Design dnn_neuron_mac, sky130hd; sources not shown.
Run 1, placement density heat map:
12 x 23 tiles, from white (low) to dark blue (high), 0 to 100% covered.
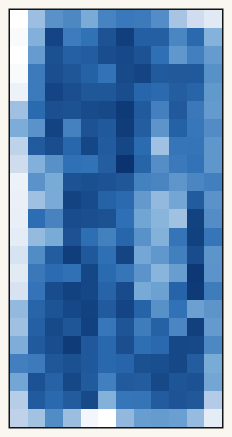
The fullest tile reaches 99%. The mean over all tiles is 69%. 49% of the tiles are over 75% full.
core area: 0.0262 mm^2
FP Util: 0.665
post-layout util: 0.743

Run 1, clock network drawn from the DEF:
The bar under the picture is 20 um long.
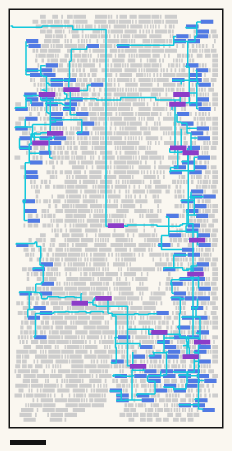
Cyan is clock wires, length 2150 um. Blue is flip-flops, count 154. Purple is clock-net drivers, count 17.
There are 18 routed clock nets. Position of the flops: spread over the die.
Clock power frac: 0.392
Clk power: 261 uW

Run 1, ports around the boundary:
Pins as bars across the die edge, other pins in gray.
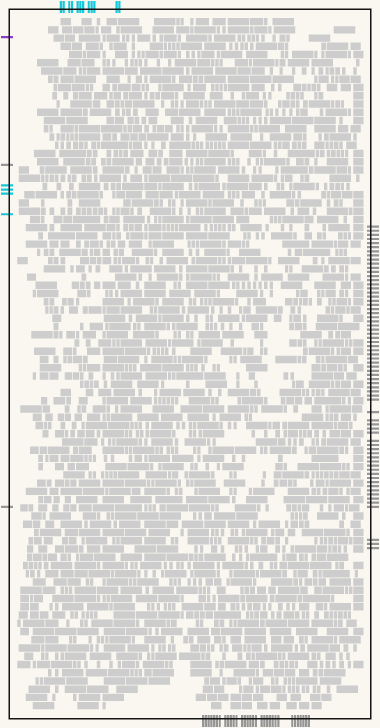
Purple is clk, pins 1, direction input, edge left. Cyan is y, pins 16, direction output, edge 12 top, 4 left.
All pins by edge: 68 right, 32 bottom, 12 top, 7 left.
Die Span Y: 234 um
chip width: 119 um
number of port buffers: 118

==> flow_summary.ini, run 1 <==
; implementation run metrics
[outcome]
outcome = complete, no violations

[power_and_ir_drop]
finalPower_uw = 668
ir_worst_vdd_v = 0.0000471
power_switching_uw = 212
seq_power_uw = 276
comb_power_uw = 130
power-top-group = sequential cells
p_sw_frac = 0.317

[final_timing]
report.final.slew_viol_count = 0
final-setup-viol-count = 0
setup_slack_ns = 14.56
relSlewSlack = 0.169
max_slew.worst_pin.slew_ns = 1.25
rsz0062_at_grt = no
finalHoldViolCount = 0
setup_tns_ns = 0
finClkSkew_ns = 0.0163

[drt]
via_count = 14500
wl_mm = 48.4
viasPerCell = 5.83
drt_iter0_drc = 1001
wl_per_cell_um = 19.5
dr.pass1.iters = 5
drc = 0

[setup_path]
startpoint_type = register
crit_fanout = 80
cp_top_family = adder cells
cp.arrival_ns = 9.34
r2r_slack_ns = 14.56
path_class = reg -> reg
cpPeakStageDelay_ns = 0.84
crit_path_end_kind = register
path_common_cell = fa_1
required_ns = 23.90
rr_worst_depth = 27

[layout]
largest_reg_flops = 36
fill_cells = 1884
area_growth_pct = 11.7
final_area_mm2 = 0.0195

[clock_network]
clk_latency_ns = 0.46
post_cts_buffers = 0
clockBufferDepth = 2
numClockSinks = 154
root_buffer = clkbuf_16
cts_htree_levels = 4
ctsHoldBuffers = 0

[synth]
synth.area.top_cells = fa_1 36%, dfxtp_1 18%, inv_1 8.5%
synth.distinct_cells = 51
async_flop_share = 0
synth_area_per_cell_um2 = 8.51
ys_ff = 154
synthesis.nets = 2568

[die]
row_count = 84
ios = 119

[job]
maxCapViolCount = 0
warnings = 27

[placement]
post-place-ws_ns = 14.83
place_area_mm2 = 0.0189
routabilityCongestion = 0.954

[grt]
track_usage = 0.373
antenna_found_initial = 3
gr-total-overflow = 0
run 1: Yosys cell counts (8+ instances only):
master      n
inv_1     394
nand2_1   356
fa_1      314
a21oi_1   189
nor2_1    187
dfxtp_1   154
ha_1      107
clkbuf_1   71
o21ai_0    36
mux2i_1    30
xnor2_1    28
a21o_1     27
nand3_1    24
a22o_1     13
buf_1       9
a211oi_1    8
nor3_1      8
xor2_1      8
run 1: cells in the final DEF, fill, tap and decap left out, drive strengths merged, types with 5 or more instances in the layout:
cell type      count
a21oi            189
dfxtp            154
nor2             187
o21bai             5
clkdlybuf4s50    117
a21o              27
nand4              6
fa               314
nand3             24
clkbuf            18
and2               6
nor3               8
inv              400
xnor2             28
nand2            356
xor2               8
o21ai             40
a22o              13
or2                5
a211oi             9
mux2i             30
buf               27
ha               107
nand2b             5
run 1: cell families (layout without fill, tap and decap cells):
| family | after synthesis | in the layout | synth area share |
|---|---|---|---|
| adder cells (fa/ha/maj) | 421 | 421 | 0.438 |
| multiplexers | 30 | 30 | 0.0173 |
| AND/OR/NAND/NOR | 611 | 611 | 0.140 |
| other | 0 | 3 | 0 |
| flip-flops | 154 | 154 | 0.177 |
| XOR/XNOR | 36 | 36 | 0.0181 |
| AND-OR/OR-AND | 313 | 313 | 0.105 |
| buffers and inverters | 481 | 569 | 0.104 |
run 1: cell type report:
type                    instances  area (um^2)  area share
multi-input cells            1411        12500       0.645
flip-flops and latches        154         3080       0.158
inverters                     394         1480      0.0760
repair buffers                144         1370      0.0706
well taps                     344          430      0.0221
clock buffers                  18          429      0.0221
clock inverters                13          111     0.00572
diodes                          3         7.51    0.000386
run 1: layer usage:
metal  vias up  GRT usage  wire [um]
li1       6434          -          -
met1      7175      0.387      15800
met2       647      0.670      25600
met3       220     0.0613       2900
met4         0      0.276       4180
met5         -          0          0
Run 1, M3 wires:
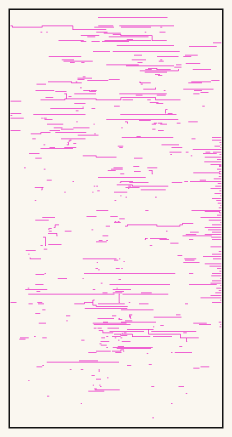

==> run 1 -> run 2 <==
--- a/config.mk
+++ b/config.mk
@@ -8,10 +8,10 @@
 export CAP_MARGIN = 20
 export CORE_ASPECT_RATIO = 2
 export CORE_MARGIN = 2
-export CORE_UTILIZATION = 66
+export CORE_UTILIZATION = 56
 export CTS_CLUSTER_SIZE = 20
 export DETAILED_ROUTE_END_ITERATION = 10
-export PLACE_DENSITY = 0.88
+export PLACE_DENSITY = 0.79
 export SYNTH_ARGS = -nofsm -noshare
 export SYNTH_HDL_FRONTEND = slang
 export SYNTH_SLANG_ARGS = --single-unit
==> constraint.sdc (replaced) <==
create_clock -name clk -period 7.5 [get_ports clk]
set_input_delay 2.25 -clock clk [delete_from_list [all_inputs] [get_ports clk]]
set_output_delay 2.25 -clock clk [all_outputs]
set_load 0.05 [all_outputs]
Run 2, M3 wires:
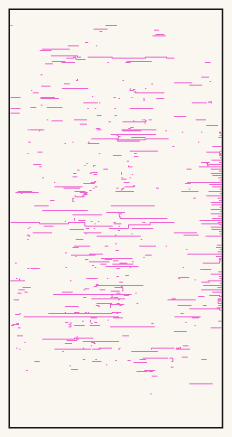
259 nets have wire on it. The layer carries 2360 um of wire. The layer holds 4.2% of the routed length. The longest straight run is 57.5 um.
routed wire length: 56.6 mm
via count: 14900
met3 usage: 0.0611

==> flow_summary.ini, run 2 <==
; implementation run metrics
[die]
fp.dieW_um = 129
ios = 119

[drt]
drc = 0
highest_layer = met4
met1_length_mm = 17.2
wl_per_cell_um = 21.4
dr_wl_met3_mm = 2.36
route.met2.wl_mm = 30.6

[grt]
gr-usage-met2 = 0.660
use_met1 = 0.329
grt-busiest-layer = met2
track_usage = 0.365
gr-total-overflow = 0

[final_timing]
relSlewSlack = 0.323
finClkSkew_ns = 0.0131
max_slew.worst_pin.slew_ns = 1.01
final-setup-viol-count = 0
report.final.slew_viol_count = 0
finalHoldViolCount = 0
rsz0062_at_grt = yes

[setup_path]
r2r_slack_ns = 0.09
cp.arrival_ns = 7.77
required_ns = 7.86
crit_fanout = 15
path_class = reg -> reg
crit_path_end_kind = register
cp_top_family = adder cells
cpPeakStageDelay_ns = 0.58
path_common_cell = inv_1
startpoint_type = register
rr_worst_depth = 29

[placement]
routabilityCongestion = 1.05

[synth]
ys_ff = 154
most_common_cell = inv_1
synth.area.top_cells = fa_1 36%, dfxtp_1 18%, inv_1 8.5%
synth_area_per_cell_um2 = 8.51
synthesis.nets = 2568
synth.distinct_cells = 51

[clock_network]
clockBufferDepth = 2
clk_latency_ns = 0.46
cts_htree_levels = 4
numClockSinks = 154

[layout]
largest_reg_flops = 36
seqCellArea_mm2 = 0.00309
mostFrequentLayoutCell = inv_1
fill_cells = 2429

[job]
maxCapViolCount = 0

[power_and_ir_drop]
ir_worst_vdd_v = 0.000176

[outcome]
outcome = complete, no violations
Run 2, placement density heat map:
13 x 25 tiles, from white (low) to dark blue (high), 0 to 100% covered.
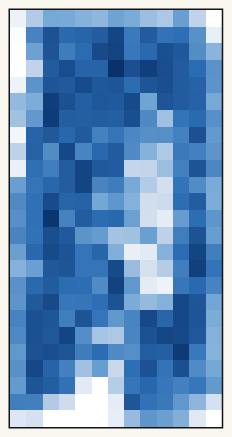
3.7% of the tiles are nearly empty. The fullest tile reaches 99%. The mean over all tiles is 63%.
post-layout util: 0.679
FP Util: 0.566
core area: 0.0307 mm^2

==> run 2: kinds of logic (layout without fill, tap and decap cells) <==
| family | after synthesis | count (layout) | share of synthesized area |
|---|---|---|---|
| simple gates | 611 | 612 | 0.140 |
| buf+inv | 481 | 706 | 0.104 |
| fa+ha+maj | 421 | 421 | 0.438 |
| compound gates | 313 | 313 | 0.105 |
| flops | 154 | 154 | 0.177 |
| xor+xnor | 36 | 36 | 0.0181 |
| mux | 30 | 30 | 0.0173 |
| other cells | 0 | 7 | 0 |
==> run 2: what timing repair did <==
action                                  4_1_cts  5_1_grt
pin swaps                                     3       11
endpoints found under the setup margin        4       14
hold endpoints to repair                      0        0
setup buffers                                 3       21
gates cloned                                  1        2
resized                                      10       32
hold buffers                                  0        0
==> run 2: power breakdown <==
group / total (mW) / switching (mW) / internal (mW)
clock: 0.927 / 0.418 / 0.509
combinational: 0.466 / 0.270 / 0.195
sequential: 0.869 / 0.0232 / 0.846
==> run 2: layout make-up <==
type / instances / area share
inverters: 394 / 0.0708
diodes: 7 / 0.000839
well taps: 372 / 0.0223
flip-flops and latches: 154 / 0.148
repair buffers: 280 / 0.121
clock inverters: 15 / 0.00940
clock buffers: 17 / 0.0204
multi-input cells: 1412 / 0.608
==> run 2: through the flow <==
stage	total power [mW]	hold slack, ns	area (um^2)	setup TNS [ns]	util
floorplan	1.12	0.432	17400	0	-
global placement	1.32	0.441	19800	-0.0902	0.645
detailed placement	1.33	0.446	19800	-0.521	0.645
CTS	2.25	0.456	20500	0	0.668
global route	2.34	0.475	20900	-0.386	0.679
finish	2.26	0.456	20900	0	0.679
==> run 2: tightest hold or removal path, cell delays in order (launching register included) <==
cell     delay (ns)
dfxtp_1        0.31
nand2_1        0.05
a21oi_1        0.05
Power figures rest on the tool's default switching activity, not on a simulated workload.
